===== config.mk =====
export PLATFORM = sky130hd
export DESIGN_NAME = gray_window_gen
export DESIGN_NICKNAME = d
export VERILOG_FILES = /design/src/rtl/gray_window_gen.sv
export SDC_FILE = /design/constraint.sdc
export NUM_CORES = 2
export LEC_CHECK = 0
export CAP_MARGIN = 25
export CELL_PAD_IN_SITES_DETAIL_PLACEMENT = 0
export CELL_PAD_IN_SITES_GLOBAL_PLACEMENT = 1
export CORE_MARGIN = 1.5
export CORE_UTILIZATION = 34
export CTS_CLUSTER_SIZE = 14
export DETAILED_ROUTE_END_ITERATION = 7
export HOLD_SLACK_MARGIN = 0.02
export PLACE_DENSITY_LB_ADDON = 0.1
export SETUP_SLACK_MARGIN = 0.05
export SLEW_MARGIN = 20
export SYNTH_ARGS = -nofsm -noshare
export SYNTH_HDL_FRONTEND = slang
export SYNTH_SLANG_ARGS = --single-unit

===== constraint.sdc =====
create_clock -name clk -period 7.11 [get_ports clk]
set_input_delay 1.0665 -clock clk [delete_from_list [all_inputs] [get_ports clk]]
set_output_delay 1.0665 -clock clk [all_outputs]
set_load 0.05 [all_outputs]

===== src/rtl/gray_window_gen.sv =====
// gray_window_gen: RGB888 raster stream to 3x3 grayscale windows for the Sobel stage
// Ports: clk, rst_n (async active-low); s_valid/s_ready/s_r/s_g/s_b pixel input;
//        m_valid/m_ready/m_win (72-bit window, p00 in [71:64]) output; frame_done pulse.
// Optional GRAY_WIN_MARKERS_EN adds m_sof/m_eol window markers.
module gray_window_gen #(
  parameter int WIDTH  = 160,
  parameter int HEIGHT = 120
) (
  input  logic        clk,
  input  logic        rst_n,
  input  logic        s_valid,
  output logic        s_ready,
  input  logic [7:0]  s_r,
  input  logic [7:0]  s_g,
  input  logic [7:0]  s_b,
  output logic        m_valid,
  input  logic        m_ready,
  output logic [71:0] m_win,
  output logic        frame_done
`ifdef GRAY_WIN_MARKERS_EN
  ,
  output logic        m_sof,
  output logic        m_eol
`endif
);
  localparam int CW = $clog2(WIDTH);
  localparam int RW = $clog2(HEIGHT);
  logic [CW-1:0] col_q, col_d;
  logic [RW-1:0] row_q, row_d;
  logic [7:0]    lb0_q [WIDTH];
  logic [7:0]    lb1_q [WIDTH];
  logic [71:0]   sh_q, sh_d, win_q, win_d;
  logic          vld_q, vld_d, fd_q, fd_d;
  logic          acc, emit, last_col, last_row;
  logic [7:0]    gray, top, mid;
`ifdef GRAY_WIN_MARKERS_EN
  logic          sof_q, sof_d, eol_q, eol_d;
  assign m_sof = sof_q;
  assign m_eol = eol_q;
`endif
  assign s_ready    = !vld_q || m_ready;
  assign m_valid    = vld_q;
  assign m_win      = win_q;
  assign frame_done = fd_q;
  always_comb begin
    acc      = s_valid && s_ready;
    gray     = (s_r >> 2) + (s_r >> 5) + (s_g >> 1) + (s_g >> 4) + (s_b >> 4) + (s_b >> 5);
    top      = lb1_q[col_q];
    mid      = lb0_q[col_q];
    last_col = col_q == CW'(WIDTH - 1);
    last_row = row_q == RW'(HEIGHT - 1);
    emit     = acc && row_q >= RW'(2) && col_q >= CW'(2);
    sh_d     = acc ? {sh_q[63:48], top, sh_q[39:24], mid, sh_q[15:0], gray} : sh_q;
    col_d    = acc ? (last_col ? '0 : col_q + CW'(1)) : col_q;
    row_d    = acc && last_col ? (last_row ? '0 : row_q + RW'(1)) : row_q;
    // an accept implies the held window was free or consumed, so only a stall keeps it
    vld_d    = emit || (vld_q && !m_ready);
    win_d    = emit ? sh_d : win_q;
    fd_d     = acc && last_col && last_row;
`ifdef GRAY_WIN_MARKERS_EN
    sof_d    = emit ? (row_q == RW'(2) && col_q == CW'(2)) : sof_q;
    eol_d    = emit ? last_col : eol_q;
`endif
  end
  always_ff @(posedge clk or negedge rst_n) begin
    if (!rst_n) begin
      col_q <= '0;
      row_q <= '0;
      sh_q  <= '0;
      win_q <= '0;
      vld_q <= 1'b0;
      fd_q  <= 1'b0;
`ifdef GRAY_WIN_MARKERS_EN
      sof_q <= 1'b0;
      eol_q <= 1'b0;
`endif
    end else begin
      col_q <= col_d;
      row_q <= row_d;
      sh_q  <= sh_d;
      win_q <= win_d;
      vld_q <= vld_d;
      fd_q  <= fd_d;
`ifdef GRAY_WIN_MARKERS_EN
      sof_q <= sof_d;
      eol_q <= eol_d;
`endif
    end
  end
  // line buffers carry no reset: rows 0 and 1 rewrite them before any window reads them
  always_ff @(posedge clk) begin
    if (acc) begin
      lb1_q[col_q] <= mid;
      lb0_q[col_q] <= gray;
    end
  end
endmodule

==> results_dict.tcl <==
# metrics dict for downstream scripts
set metrics [dict create \
    p_per_area_nw_per_um2 497.2 \
    clockBufferDepth 4 \
    signal_buffers 440 \
    first_pass_iters 8 \
    path_cells "buf_12 -> buf_12 -> mux4_2 -> nand2_1 -> nand2_1 -> a221oi_1 -> o32ai_1 -> buf_4 -> a211oi_2 -> nand2_4 -> buf_12" \
    period_needed_ns 5.654 \
    maxCapViolations 0 \
    antenna_found_initial 18 \
    setup.worst_path.start_class "flop" \
    grt_pass1_wl_um 492200 \
    grt.met1_usage_pct 32.08 \
    syn_nets 5392 \
    nMultiInputCombCells 2252 \
    outcome "finished, violations left" \
    path_max_fanout 160 \
    slowest_delay_ns 1.11 \
    drt_iter0_markers 5459 \
    finalCritPeriodShare_pct 79.53 \
    worstSkewPairLatency_ns 0.93 \
    ff_count 2721 \
    setup_tns_ns 0 \
    top_layer "met4" \
    tightestPinTransition_ns 1.190 \
    core_sq_um 308800 \
    rsz0062_at_grt "no" \
    io_buffers 95 \
    fp_util_pct 34.17 \
    grt-busiest-layer "met2" \
    lay_top_count "edfxtp_1" \
    nets 5824 \
    bufAreaShareNonClock_pct 3.300 \
    crit_top_cell "buf_12" \
    diodes 7 \
    clk_share_pct 7.609 \
    comb_share_pct 19.07 \
    post_cts_buffers 0 \
    violations "design-rule violations" \
    max_slew_margin_pct 20.63 \
    grt_max_degree 161 \
    drc 31 \
    rrSetupSlack_ns 1.46 \
]
metrics by stage:
stage	hold slack [ns]	cell area [sq um]	instances	utilization, %
after floorplan	0.4404	105600	5331	-
after global placement	0.4521	113700	9571	36.81
after detailed placement	0.4576	113800	9575	36.85
after CTS	0.2389	123200	10120	39.89
after global routing	0.2637	123200	10120	39.89
final	0.2307	123200	10120	39.89
critical path, delay by kind of cell (launching register included):
family                 cells  cell delay (ns)
AOI/OAI and AO/OA          3             1.76
DFF                        1             1.11
muxes                      1             0.56
buffers and inverters      4             1.13
and+or+nand+nor            3             0.30
synthesized netlist by cell type, types with 17 or more instances:
cell type  count
clkbuf_1     103
buf_2        109
a21oi_1       87
ha_1          18
a211oi_1      21
nand2_1      315
nand3_1       72
buf_4         53
mux2i_1      289
o21ai_0       55
a22o_1        17
nand4_1       21
o22ai_1       35
buf_1         20
nor2_1       296
buf_6         29
a22oi_1      151
dfrtp_1      161
mux4_2       508
nor3_1        19
a221oi_1      18
edfxtp_1    2560
o221ai_1      21
a31oi_1       90
inv_1         40
logic make-up (layout without fill, tap and decap cells):
logic type	after synthesis	in the layout	share of synthesized area [%]
muxes	813	813	13.75
xor gates and xnor gates	11	11	0.09131
DFF	2721	2721	76.67
adders and majority gates	33	33	0.4980
AOI/OAI and AO/OA	591	591	3.897
other	0	7	0
buffers and inverters	358	1024	1.799
and+or+nand+nor	804	804	3.290
sequential cells by signal, summed over array words and instances (netlist names):
register    cells
lb0_q        1280
m_valid         1
frame_done      1
row_q           7
col_q           8
m_win          72
lb1_q        1280
sh_q           72
where the power goes:
part | total (mW) | switching, mW | leakage [nW] | internal [mW]
sequential | 24.3 | 0.583 | 25.0 | 23.7
clock | 15.1 | 6.47 | 4.57 | 8.67
combinational | 21.8 | 16.1 | 9.98 | 5.73
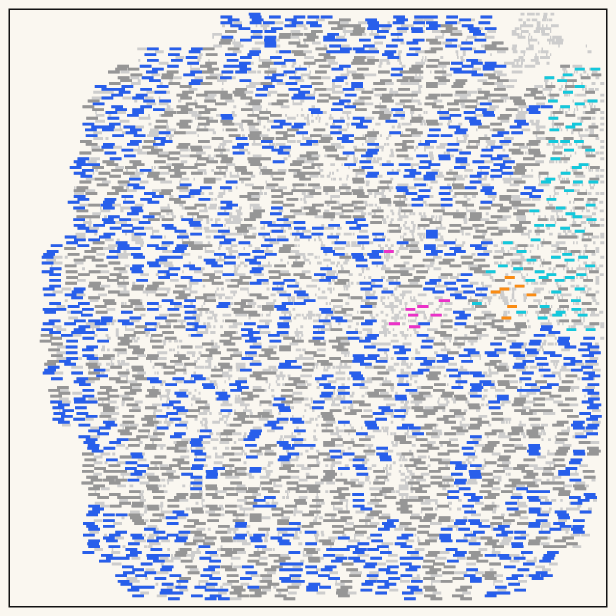
Figure 1: sequential cells coloured by netlist name.
Other sequential cells in the stronger grey, the rest of the logic in the fainter grey.
Key: `col_q` = magenta [placed flops 8]; `sh_q` = cyan [placed flops 72]; `lb1_q` = blue [placed flops 1,280, where spread over the die]; `row_q` = orange [placed flops 7, where east]
Another 1,354 sequential cells are not coloured.
Reg area: 80,920 sq um
flop share of the area: 65.68%
Post-Route Utilization: 39.89%
Seq power: 24.3 mW

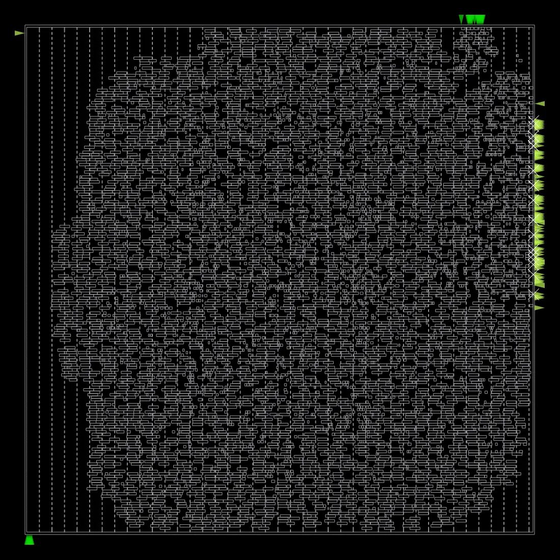
Figure 2: cell placement.
Tapcells: 4,120
fin cells: 10,120
Row Count: 204

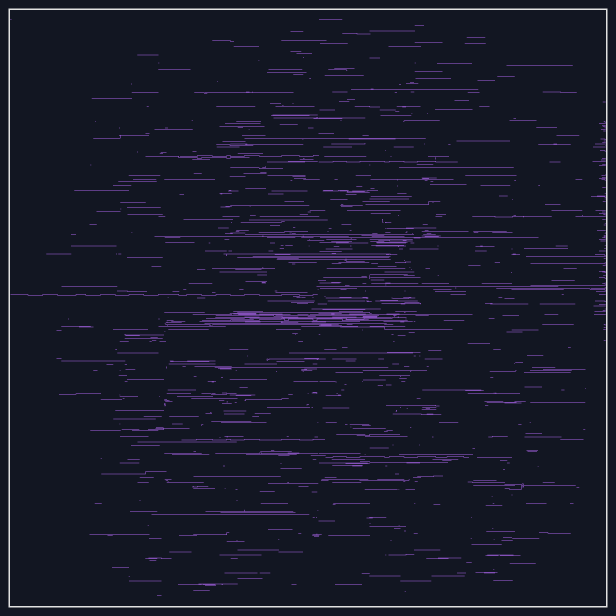
Figure 3: signal wires on met3.
488 nets have wire on it. The layer holds 5.4% of the routed length. The layer carries 19,400 um of wire. The longest straight run is 227 um.

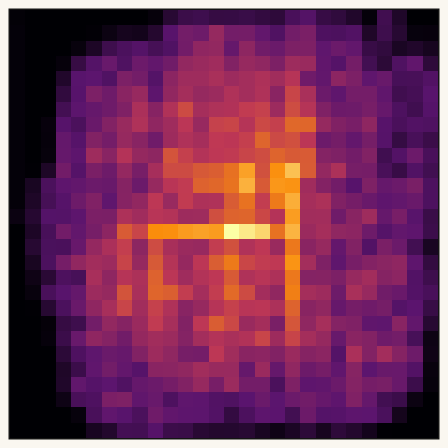
Figure 4: signal metal coverage by tile.
The die is cut into 28 by 28 equal tiles; black is low, pale yellow is high, scaled to the fullest tile. Values are wire area over tile area, all layers added.
The mean over all tiles is 0.18. The emptiest ninth of the die: north-west. The fullest tile reaches 0.59.
WL final: 360,800 um
gr usage total: 22.77%
drt wl/cell: 35.64 um
via count: 55,510

Power figures rest on the tool's default switching activity, not on a simulated workload.
